Run 1, where the registers sit:
Drawn at 2 px/um.
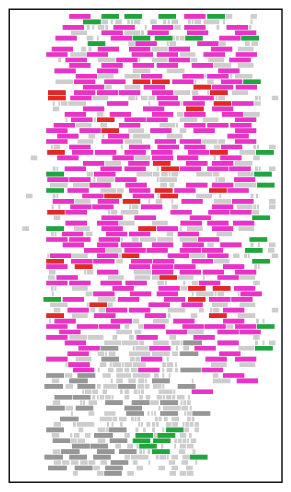
Run 1, routing congestion map:
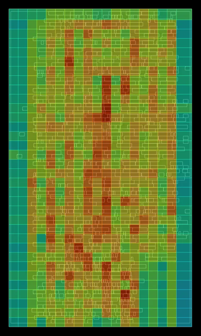
Run 1, layout detail:
Region (55, 105) to (80, 130) um. Cells in grey, sequential cells in the stronger grey; small squares are vias.
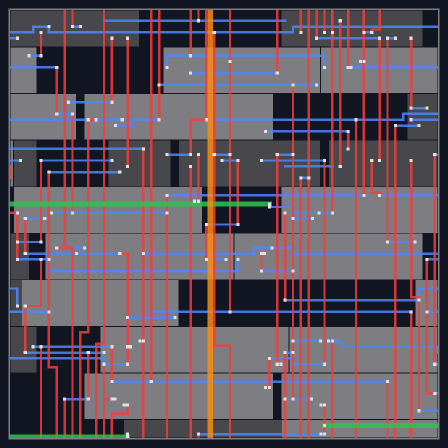
**src/rtl/trng_pkg.sv**
```systemverilog
// trng_pkg: shared constants for the multi-source TRNG.
//   - register word offsets (decoded from ADDR_I[3:2])
//   - CTRL / STATUS bit positions
//   - scan-mode LFSR seed, tap mask and next-state helper
//   - output word width
package trng_pkg;

  localparam int WORD_W = 32;

  localparam logic [1:0] ADDR_CTRL   = 2'd0;
  localparam logic [1:0] ADDR_STATUS = 2'd1;
  localparam logic [1:0] ADDR_DATA   = 2'd2;
  localparam logic [1:0] ADDR_REP    = 2'd3;

  localparam int CTRL_EN  = 0;
  localparam int CTRL_CLR = 1;

  localparam int ST_EMPTY     = 0;
  localparam int ST_FULL      = 1;
  localparam int ST_HFAIL     = 2;
  localparam int ST_UNDF      = 3;
  localparam int ST_LEVEL_LSB = 8;

  // x^16 + x^14 + x^13 + x^11 + 1 in right-shifting Fibonacci form:
  // feedback = s[0] ^ s[2] ^ s[3] ^ s[5], inserted at bit 15.
  localparam logic [15:0] LFSR_SEED = 16'hACE1;
  localparam logic [15:0] LFSR_TAPS = 16'h002D;

  function automatic logic [15:0] lfsr_next(input logic [15:0] s);
    return {^(s & LFSR_TAPS), s[15:1]};
  endfunction

endpackage

```
**src/rtl/trng_fifo.sv**
```systemverilog
// trng_fifo: synchronous FIFO with flush.
//   clk, rst_n  clock, asynchronous active-low reset
//   flush       empties the FIFO; wins over push and pop on the same edge
//   push, wdata write strobe and data
//   pop, rdata  read strobe; rdata always shows the head word
//   level       number of stored words (0..DEPTH)
//   empty, full status flags
// Strobe semantics: push is accepted only when !full and pop only when
// !empty; a strobe against the wrong flag is dropped. Push and pop on the
// same edge both take effect and leave level unchanged.
module trng_fifo #(
  parameter int W     = 32,
  parameter int DEPTH = 8
) (
  input  logic                     clk,
  input  logic                     rst_n,
  input  logic                     flush,
  input  logic                     push,
  input  logic [W-1:0]             wdata,
  input  logic                     pop,
  output logic [W-1:0]             rdata,
  output logic [$clog2(DEPTH):0]   level,
  output logic                     empty,
  output logic                     full
);

  localparam int AW = $clog2(DEPTH);

  logic [W-1:0]  mem [DEPTH];
  logic [AW-1:0] wr_ptr;
  logic [AW-1:0] rd_ptr;
  logic          do_push;
  logic          do_pop;

  assign empty   = (level == '0);
  assign full    = (level == (AW+1)'(DEPTH));
  assign do_push = push & ~full & ~flush;
  assign do_pop  = pop & ~empty & ~flush;
  assign rdata   = mem[rd_ptr];

  always_ff @(posedge clk) begin
    if (do_push) mem[wr_ptr] <= wdata;
  end

  // DEPTH is a power of two, so the pointers wrap naturally.
  always_ff @(posedge clk or negedge rst_n) begin
    if (!rst_n) begin
      wr_ptr <= '0;
      rd_ptr <= '0;
      level  <= '0;
    end else if (flush) begin
      wr_ptr <= '0;
      rd_ptr <= '0;
      level  <= '0;
    end else begin
      if (do_push) wr_ptr <= wr_ptr + 1'b1;
      if (do_pop)  rd_ptr <= rd_ptr + 1'b1;
      case ({do_push, do_pop})
        2'b10:   level <= level + 1'b1;
        2'b01:   level <= level - 1'b1;
        default: level <= level;
      endcase
    end
  end

endmodule

```
**src/rtl/trng_multi_src.sv**
```systemverilog
// trng_multi_src: multi-source ring-oscillator TRNG with register interface.
// Optional feature macro: TRNG_HEALTH_EN (repetition-count health test,
// HFAIL flag and REP_LIMIT register). Without it HFAIL and REP_LIMIT read 0.
// Ports:
//   CLK_I, RESETN_I   clock, asynchronous active-low reset
//   SEL_I, ADDR_I, WRITE_I, WDATA_I  bus access (one per cycle while SEL_I)
//   RDATA_O           registered read data, valid the cycle after a read
//   ENTROPY_I         raw asynchronous ring-oscillator bits
//   SCAN_MODE_I       replaces entropy with a deterministic LFSR
// Registers: 0x0 CTRL, 0x4 STATUS, 0x8 DATA (pops), 0xC REP_LIMIT.
module trng_multi_src
  import trng_pkg::*;
#(
  parameter int         NUM_SRC       = 4,
  parameter int         FIFO_DEPTH    = 8,
  parameter logic [7:0] REP_LIMIT_RST = 8'd32
) (
  input  logic               CLK_I,
  input  logic               RESETN_I,
  input  logic               SEL_I,
  input  logic [31:0]        ADDR_I,
  input  logic               WRITE_I,
  input  logic [31:0]        WDATA_I,
  output logic [31:0]        RDATA_O,
  input  logic [NUM_SRC-1:0] ENTROPY_I,
  input  logic               SCAN_MODE_I
);

  localparam int LW = $clog2(FIFO_DEPTH) + 1;

  logic [NUM_SRC-1:0] sync1, sync2;
  logic [15:0]        lfsr;
  logic               raw;

  logic               en, undf, hfail;
  logic               have_a, a_bit;
  logic [WORD_W-1:0]  shift_reg;
  logic [4:0]         bit_cnt;
  logic [7:0]         rep_limit;

  logic [1:0]         addr;
  logic               wr_en, rd_en, clr;
  logic               active, pair_emit, word_done;
  logic               fifo_pop;
  logic [WORD_W-1:0]  fifo_head;
  logic [LW-1:0]      fifo_level;
  logic               fifo_empty, fifo_full;
  logic [31:0]        status_word;
  logic               unused_bits;

  assign addr  = ADDR_I[3:2];
  assign wr_en = SEL_I & WRITE_I;
  assign rd_en = SEL_I & ~WRITE_I;
  assign clr   = wr_en && (addr == ADDR_CTRL) && WDATA_I[CTRL_CLR];

  assign unused_bits = ^{ADDR_I[31:4], ADDR_I[1:0], WDATA_I};

  // Two-flop synchroniser per source; XOR combine after synchronisation.
  always_ff @(posedge CLK_I or negedge RESETN_I) begin
    if (!RESETN_I) begin
      sync1 <= '0;
      sync2 <= '0;
    end else begin
      sync1 <= ENTROPY_I;
      sync2 <= sync1;
    end
  end

  always_ff @(posedge CLK_I or negedge RESETN_I) begin
    if (!RESETN_I)        lfsr <= LFSR_SEED;
    else if (SCAN_MODE_I) lfsr <= lfsr_next(lfsr);
  end

  assign raw = SCAN_MODE_I ? lfsr[0] : ^sync2;

  assign active    = en & ~hfail & ~fifo_full;
  // Second sample of a pair that differs from the first: emit the first.
  assign pair_emit = active & have_a & (a_bit != raw);
  assign word_done = pair_emit & (bit_cnt == 5'd31);
  assign fifo_pop  = rd_en && (addr == ADDR_DATA) && !fifo_empty;

  trng_fifo #(
    .W     (WORD_W),
    .DEPTH (FIFO_DEPTH)
  ) u_fifo (
    .clk   (CLK_I),
    .rst_n (RESETN_I),
    .flush (clr),
    .push  (word_done),
    .wdata ({shift_reg[WORD_W-2:0], a_bit}),
    .pop   (fifo_pop),
    .rdata (fifo_head),
    .level (fifo_level),
    .empty (fifo_empty),
    .full  (fifo_full)
  );

  // Debias pair phase and word assembly. Leaving the active state drops a
  // held first bit but keeps the partial word.
  always_ff @(posedge CLK_I or negedge RESETN_I) begin
    if (!RESETN_I) begin
      have_a    <= 1'b0;
      a_bit     <= 1'b0;
      shift_reg <= '0;
      bit_cnt   <= '0;
    end else if (clr) begin
      have_a    <= 1'b0;
      shift_reg <= '0;
      bit_cnt   <= '0;
    end else if (active) begin
      if (!have_a) begin
        have_a <= 1'b1;
        a_bit  <= raw;
      end else begin
        have_a <= 1'b0;
        if (pair_emit) begin
          shift_reg <= {shift_reg[WORD_W-2:0], a_bit};
          bit_cnt   <= bit_cnt + 5'd1;  // wraps to 0 on the word push
        end
      end
    end else begin
      have_a <= 1'b0;
    end
  end

`ifdef TRNG_HEALTH_EN
  logic [7:0] run_cnt, run_next;
  logic       prev_raw;

  // run_cnt == 0 means no previous sample since reset/CLR. Saturates.
  always_comb begin
    run_next = 8'd1;
    if (run_cnt != 8'd0 && raw == prev_raw)
      run_next = (run_cnt == 8'hFF) ? 8'hFF : run_cnt + 8'd1;
  end

  always_ff @(posedge CLK_I or negedge RESETN_I) begin
    if (!RESETN_I) begin
      run_cnt   <= '0;
      prev_raw  <= 1'b0;
      hfail     <= 1'b0;
      rep_limit <= REP_LIMIT_RST;
    end else begin
      if (wr_en && addr == ADDR_REP) rep_limit <= WDATA_I[7:0];
      if (clr) begin
        run_cnt  <= '0;
        prev_raw <= 1'b0;
        hfail    <= 1'b0;
      end else if (active) begin
        run_cnt  <= run_next;
        prev_raw <= raw;
        if (rep_limit != 8'd0 && run_next == rep_limit) hfail <= 1'b1;
      end
    end
  end
`else
  assign hfail     = 1'b0;
  assign rep_limit = 8'd0;
`endif

  always_ff @(posedge CLK_I or negedge RESETN_I) begin
    if (!RESETN_I) begin
      en   <= 1'b0;
      undf <= 1'b0;
    end else begin
      if (wr_en && addr == ADDR_CTRL) en <= WDATA_I[CTRL_EN];
      if (clr)
        undf <= 1'b0;
      else if (rd_en && addr == ADDR_DATA && fifo_empty)
        undf <= 1'b1;
      else if (wr_en && addr == ADDR_STATUS && WDATA_I[ST_UNDF])
        undf <= 1'b0;
    end
  end

  always_comb begin
    status_word = '0;
    status_word[ST_EMPTY] = fifo_empty;
    status_word[ST_FULL]  = fifo_full;
    status_word[ST_HFAIL] = hfail;
    status_word[ST_UNDF]  = undf;
    status_word[ST_LEVEL_LSB +: 8] = 8'(fifo_level);
  end

  always_ff @(posedge CLK_I or negedge RESETN_I) begin
    if (!RESETN_I) begin
      RDATA_O <= '0;
    end else if (rd_en) begin
      case (addr)
        ADDR_CTRL:   RDATA_O <= {31'd0, en};
        ADDR_STATUS: RDATA_O <= status_word;
        ADDR_DATA:   RDATA_O <= fifo_empty ? 32'd0 : fifo_head;
        default:     RDATA_O <= {24'd0, rep_limit};
      endcase
    end
  end

endmodule

```
**config.mk**
```make
export PLATFORM = sky130hd
export DESIGN_NAME = trng_multi_src
export DESIGN_NICKNAME = d
export VERILOG_FILES = /design/src/rtl/trng_pkg.sv /design/src/rtl/trng_fifo.sv /design/src/rtl/trng_multi_src.sv
export SDC_FILE = /design/constraint.sdc
export NUM_CORES = 1
export LEC_CHECK = 0
export ABC_CLOCK_PERIOD_IN_PS = 5200
export CORE_ASPECT_RATIO = 1.75
export CORE_UTILIZATION = 45
export CTS_BUF_LIST = sky130_fd_sc_hd__clkbuf_16
export DETAILED_ROUTE_END_ITERATION = 10
export PLACE_DENSITY = 0.66
export SLEW_MARGIN = 10
export SYNTH_ARGS = -nofsm -noshare
export SYNTH_HDL_FRONTEND = slang
export SYNTH_SLANG_ARGS = --single-unit
```
**constraint.sdc**
```tcl
create_clock -name CLK_I -period 5.2 [get_ports CLK_I]
set_input_delay 1.04 -clock CLK_I [delete_from_list [all_inputs] [get_ports CLK_I]]
set_output_delay 1.04 -clock CLK_I [all_outputs]
set_load 0.05 [all_outputs]
```
==> run summary, run 1 <==
The full implementation flow was run.

The flow ran to the end, and the final reports show no timing, DRC or antenna violations. Setup repair after global routing left no endpoint under its margin. Of the cells placed in the final design, the portion with a size suffix greater than 1 is 20.1%.

The endpoint identified for the worst register-to-register timing path is u_fifo.level[3]. The worst VDD IR drop from the latest analysis is 0.267 mV. Sorting the Yosys area breakdown by cell type puts at the top sky130_fd_sc_hd__edfxtp_1. Following the worst setup path forward leads to its endpoint at u_fifo.level[3]. Global routing used 17.4% of the available tracks across all layers. The synthesized chip area reported by yosys stands at 14,100 sq um. For reference, the top cells by area after synthesis are sky130_fd_sc_hd__edfxtp_1, sky130_fd_sc_hd__dfrtp_1, sky130_fd_sc_hd__mux4_2.

OpenSTA, run right after detailed placement, puts the worst setup slack at 888 ps. The CTS log lists the clock sinks for this run as 362. The number of antenna violations at the first check in global routing is 0. The commonest cells after synthesis are sky130_fd_sc_hd__edfxtp_1, sky130_fd_sc_hd__dfrtp_1, sky130_fd_sc_hd__mux2i_1.

Per the hold report, the tightest min-delay path originates at sync1[0]. At floorplan, the net count of the design was reported as 844. The synthesized design devotes to its leading area cell type 54.7% of total area. The OpenROAD warning count stands at 85.

The post-route fraction of the period consumed by the critical path stands at 71.0%. STA classifies the critical path endpoint as a flip-flop. On the critical path the largest part of the delay comes from AND-OR/OR-AND gates. For flop-to-flop paths, the worst setup slack is 2020 ps.

The sequential power stands at 3.61 mW. The most common cell in the synthesized netlist is sky130_fd_sc_hd__edfxtp_1. Setup slack on the critical path of the routed design comes to 1510 ps. The leakage component of the power was reported as 5.63 nW. The clock network power share stands at 29.6%. The finished cells cover 16,000 sq um. The launch point of the worst register-to-register path is recorded as sync2[2]. The registers of the reported paths see a clock transition of 70 ps. For this run, the leading register cell type out of synthesis is sky130_fd_sc_hd__edfxtp_1. The length of routed met3 wiring stands at 724 um. The post-DP HPWL stands at 14.2 mm.
Notes on 'where the registers sit' above:
- `u_fifo.mem`: magenta (sequential cells 256)
- `RDATA_O`: green (sequential cells 32; where all over the die)
- `shift_reg`: red (sequential cells 31)
- not coloured: 43

Notes on 'routing congestion map' above:
met3 demand-to-capacity share in global routing: 1.63%
most heavily used metal layer in global routing: met2
met1 Track Usage GR: 21.2%
final routed wire length divided by cell count: 21.3 um

Notes on 'layout detail' above:
- met4: orange
- met1: blue
- met2: red
- met3: green
- most frequent: edfxtp_1 (10), mux4_2 (4), dfrtp_1 (2)
- cells with their middle in the window: 18
- sequential cells in the window: 12
- netlist names of flops here include: `u_fifo.mem` (10), `shift_reg` (2)

-- run 1: final cells by class --
| type | count | area (sq um) | area share [%] |
|---|---|---|---|
| Sequential cell | 362 | 10400 | 64.9 |
| Inverter | 4 | 15.0 | 0.0941 |
| Multi-Input combinational cell | 359 | 3570 | 22.4 |
| Timing Repair Buffer | 66 | 606 | 3.80 |
| Clock buffer | 30 | 751 | 4.70 |
| Clock inverter | 26 | 168 | 1.05 |
| Tap cell | 391 | 489 | 3.07 |
-- run 1: kinds of logic after synthesis --
kind of cell / count (synthesis) / share of synthesized area [%]
AND-OR/OR-AND: 58 / 2.61
XOR/XNOR: 13 / 0.810
adder cells (fa/ha/maj): 7 / 0.677
buffers and inverters: 43 / 1.34
flip-flops: 362 / 73.6
multiplexers: 152 / 16.7
AND/OR/NAND/NOR: 129 / 4.23
==> run 2: changes to the inputs <==
--- a/config.mk
+++ b/config.mk
@@ -5,7 +5,7 @@
 export SDC_FILE = /design/constraint.sdc
 export NUM_CORES = 1
 export LEC_CHECK = 0
-export ABC_CLOCK_PERIOD_IN_PS = 5200
+export ABC_CLOCK_PERIOD_IN_PS = 3100
 export CORE_ASPECT_RATIO = 1.75
 export CORE_UTILIZATION = 45
 export CTS_BUF_LIST = sky130_fd_sc_hd__clkbuf_16
==> constraint.sdc (replaced) <==
create_clock -name CLK_I -period 3.1 [get_ports CLK_I]
set_input_delay 0.62 -clock CLK_I [delete_from_list [all_inputs] [get_ports CLK_I]]
set_output_delay 0.62 -clock CLK_I [all_outputs]
set_load 0.05 [all_outputs]
==> run summary, run 2 <==
The full implementation flow was run.

The global routing usage summed across all routing layers stands at 17.8% (+0.36 points). The slew check shows that the tightest pin keeps a relative margin of 50.0%. The number of nets at floorplan is 844 (unchanged). STA puts the critical path data arrival time at 2990 ps.

The register-to-register setup slack stands at 370 ps (-1650 ps). The clock buffer instance count of the final layout is 31 (+3.3%). The launch point of the worst register-to-register path is recorded as sync2[3]. The number of antenna violations at the first check in global routing was 0 (unchanged).

The area share of the largest cell type after synthesis stands at 54.7% (unchanged). Setup repair after global routing left no endpoint under its margin. The synthesis stats list as the most numerous cell sky130_fd_sc_hd__edfxtp_1. The post-route DRC violation count stands at 0. The number of logic gates came to 359 (unchanged). The post-DP HPWL was 15.5 mm (+8.8%). By area the synthesized netlist is led by sky130_fd_sc_hd__edfxtp_1, sky130_fd_sc_hd__dfrtp_1, sky130_fd_sc_hd__mux4_2.

Looking at the area split, the leading class of cells is flip-flops and latches. The most critical setup path has its endpoint at u_fifo.mem[3][12]. The area of combinational cells with multiple inputs stands at 3600 sq um (+0.67%).

The number of clock sinks was 362 (unchanged). The unique cell type count in the Yosys netlist stands at 50. For reference, the top cells by count after synthesis are sky130_fd_sc_hd__edfxtp_1, sky130_fd_sc_hd__dfrtp_1, sky130_fd_sc_hd__mux2i_1. STA lists the endpoint of the worst register-to-register path as u_fifo.mem[3][12].

The area taken by flip-flops and latches is 10,400 sq um (unchanged). Broken down by cell family, the worst path's largest delay share belongs to AND-OR/OR-AND gates. Note that the worst hold path type here is input port to asynchronous set/reset pin.

The count of plain and timing-repair buffers in the layout stands at 87 (+32%). STA classifies the critical path endpoint as a flip-flop. Per the synthesis report, the dominant area consumer among library cells is sky130_fd_sc_hd__edfxtp_1. The post-route fraction of the period consumed by the critical path stands at 88.1%. The share of cells above drive strength 1 is 22.9% (+2.8 points). For this run, the leading register cell type out of synthesis is sky130_fd_sc_hd__edfxtp_1. The number of sequential cells in the layout is 362 (unchanged).

The number of inverters outside the clock class in the layout came to 4 (unchanged). The final setup slack of the worst path stands at 368 ps (-1140 ps). The sequential portion of the cell area stands at 63.5% (-1.4 points). The OpenROAD warning count came to 86 (+1.2%). Per the detail_route report, vias per standard cell equal 5.44. The peak ir drop on the vdd network was 0.380 mV (+42%).

Counting only logic cells after layout, the most numerous master is sky130_fd_sc_hd__edfxtp_1. The tap cell count stands at 391 (unchanged). The flow ran to the end, and the final reports show no timing, DRC or antenna violations. The final instance area stands at 16,300 sq um (+2.3%). The clock-pin slew on the worst setup and hold paths came to 70 ps (about the same). The area fraction of clock buffers and clock inverters is 5.90% (+0.14 points).

The proportion of cell area occupied by multi-input gates stands at 22.0% (-0.35 points). The post-placement worst setup slack is -214 ps (-1100 ps). The leakage power of the design stands at 5.86 nW (+4.2%).

The synthesized chip area reported by yosys was 14,100 sq um (unchanged). The non-clock buffer share of cell area stands at 5.52% (+1.7 points).
-- run 2: power by group --
group          switching [mW]  internal [mW]
registers               0.452           5.52
logic                    1.23           1.23
clock network            1.69           1.99
total                    3.38           8.75
-- run 2: metal layers --
metal | share of wire [%] | up-vias | track usage, %
li1 | - | 3103 | -
met1 | 40 | 3602 | 21.9
met2 | 54 | 107 | 31.7
met3 | 3.1 | 42 | 2.39
met4 | 2.5 | 0 | 5.75
met5 | 0 | - | 0
-- run 2: cell families (layout without fill, tap and decap cells) --
logic type               count (synthesis)  in the layout  share of synthesized area (%)
AND/OR/NAND/NOR                        129            129                           4.23
buffers and inverters                   43            149                           1.34
adder cells (fa/ha/maj)                  7              7                          0.677
flip-flops                             362            362                           73.6
XOR/XNOR                                13             13                          0.810
multiplexers                           152            152                           16.7
AND-OR/OR-AND                           58             58                           2.61
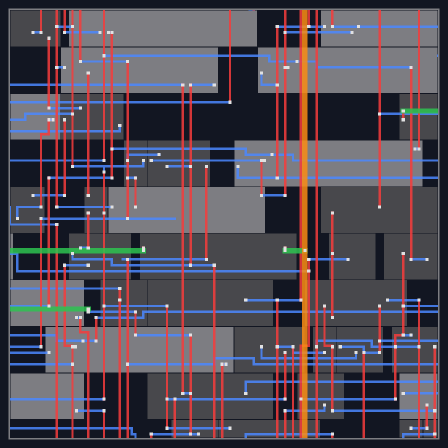
Run 2: layout detail
Region (55, 105) to (80, 130) um. Cells in grey, sequential cells in the stronger grey; small squares are vias.
- met1: blue
- met2: red
- met3: green
- met4: orange
- cells with their middle in the window: 23
- sequential cells in the window: 7
- netlist names of flops here include: `u_fifo.mem` (5), `shift_reg` (2)
- most frequent: edfxtp_1 (5), buf_4 (4)

==> run 3: changes to the inputs <==
--- a/config.mk
+++ b/config.mk
@@ -5,12 +5,12 @@
 export SDC_FILE = /design/constraint.sdc
 export NUM_CORES = 1
 export LEC_CHECK = 0
-export ABC_CLOCK_PERIOD_IN_PS = 3100
+export ABC_CLOCK_PERIOD_IN_PS = 2200
 export CORE_ASPECT_RATIO = 1.75
-export CORE_UTILIZATION = 45
+export CORE_UTILIZATION = 52
 export CTS_BUF_LIST = sky130_fd_sc_hd__clkbuf_16
 export DETAILED_ROUTE_END_ITERATION = 10
-export PLACE_DENSITY = 0.66
+export PLACE_DENSITY = 0.75
 export SLEW_MARGIN = 10
 export SYNTH_ARGS = -nofsm -noshare
 export SYNTH_HDL_FRONTEND = slang
==> constraint.sdc (replaced) <==
create_clock -name CLK_I -period 2.2 [get_ports CLK_I]
set_input_delay 0.44 -clock CLK_I [delete_from_list [all_inputs] [get_ports CLK_I]]
set_output_delay 0.44 -clock CLK_I [all_outputs]
set_load 0.05 [all_outputs]
==> run summary, run 3 <==
The full implementation flow was run.

The flow ran to the end, but the final reports show violations. The checks that failed: setup timing. The share of cells above drive strength 1 is 31.2% (+8.3 points). The biggest area contributor in the post-synthesis netlist is sky130_fd_sc_hd__edfxtp_1. The peak ir drop on the vdd network stands at 0.857 mV (+130%). The worst setup path is captured at a flip-flop. The length of routed met2 wiring stands at 19.2 mm (+33%).

The number of clock sinks is 362 (unchanged). The switching part of the total came to 28.7% (+0.84 points). The register-to-register setup slack is -450 ps (-820 ps). The leakage power of the design stands at 6.89 nW (+18%). The cell family contributing the most delay on the critical path is buffers and inverters.

The power in combinational cells came to 4.43 mW (+79%). The clock-pin slew on the worst setup and hold paths came to 70 ps (about the same). The arrival time of the worst setup path was 2940 ps (-50 ps). The OpenROAD warning count stands at 88 (+2.3%). The share of power burned in registers stands at 45.5% (-3.8 points). The unique cell type count in the Yosys netlist stands at 50 (unchanged). The worst path in the final design needs a cycle of 2650 ps, including I/O delays and setup.

Ranked by total cell area, the synthesized netlist is headed by sky130_fd_sc_hd__edfxtp_1, sky130_fd_sc_hd__dfrtp_1, sky130_fd_sc_hd__mux4_2. The power share of the combinational group is 24.6% (+4.3 points). Looking at the group totals, the largest power group turns out to be sequential cells. Looking at the reg2reg group, the worst path ends at u_fifo.mem[0][4]. The number of nets at floorplan stands at 844 (unchanged). The portion of netlist area occupied by mux cells stands at 16.7% (unchanged).

Yosys shows that the main logic family after synthesis is multiplexers. By count the netlist is led by sky130_fd_sc_hd__edfxtp_1, sky130_fd_sc_hd__dfrtp_1, sky130_fd_sc_hd__mux2i_1. The synthesized-area fraction occupied by xor and xnor cells stands at 0.810% (unchanged). The final setup slack of the worst path came to -449 ps (-817 ps). The final setup violation count stands at 260. The area share of the largest cell type after synthesis stands at 54.7% (unchanged). The global router reports that the layer with the highest usage is met2. The sequential power stands at 8.21 mW (+37%). The post-route DRC violation count came to 0 (unchanged). According to the hold report, the worst path is of the input port to flip-flop type. The basic-gate share of the synthesized area counting and, or, nand and nor cells stands at 4.23% (unchanged). The post-route fraction of the period consumed by the critical path stands at 120% (+32 points).

The post-DP HPWL came to 18.4 mm (+19%). The routed via count divided by cell count is 6.00 (+10%). The detailed-route wire length on metal 1 came to 11.7 mm (+9.1%). The switching power total was 5.18 mW (+53%).

Per the detail_route log, the uppermost layer with routed signals is met4. The adder and majority cell fraction of the synthesized area came to 0.677% (unchanged). The global routing usage summed across all routing layers is 24.4% (+6.6 points). The clock distribution power is 5.40 mW (+47%). The synthesized chip area reported by yosys is 14,100 sq um (unchanged). The worst register-to-register path begins at sync2[2]. The length of routed met3 wiring stands at 1.63 mm (+94%). The internal power stands at 12.9 mW (+47%). The critical path ends at u_fifo.mem[0][4].
run 3: cell type report:
cell class | instances | area (sq um) | share of cell area (%)
Clock inverter | 26 | 239 | 1.35
Sequential cell | 362 | 10400 | 58.3
Clock buffer | 30 | 751 | 4.23
Timing Repair Buffer | 181 | 2320 | 13.1
Tap cell | 324 | 405 | 2.28
Inverter | 4 | 15.0 | 0.0846
Multi-Input combinational cell | 359 | 3660 | 20.6
run 3: stage by stage:
step | cells | area [sq um] | setup slack (ps) | util (%) | setup TNS [ps]
floorplan | 764 | 14100 | -1030 | - | -218750
global placement | 1177 | 15600 | -697 | 58.8 | -161950
detailed placement | 1177 | 15600 | -747 | 58.8 | -165600
CTS | 1272 | 17400 | -407 | 65.3 | -82620
global route | 1286 | 17700 | -545 | 66.8 | -113390
finish | 1286 | 17700 | -449 | 66.8 | -92700
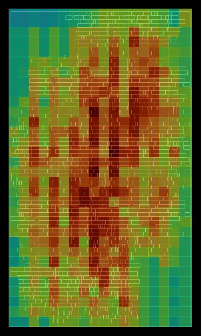
Run 3: routing congestion map
met1 Track Usage GR: 28.3%
met3 demand-to-capacity share in global routing: 2.38%
final routed wire length divided by cell count: 26.6 um

Power is estimated from default activity; no workload was simulated.
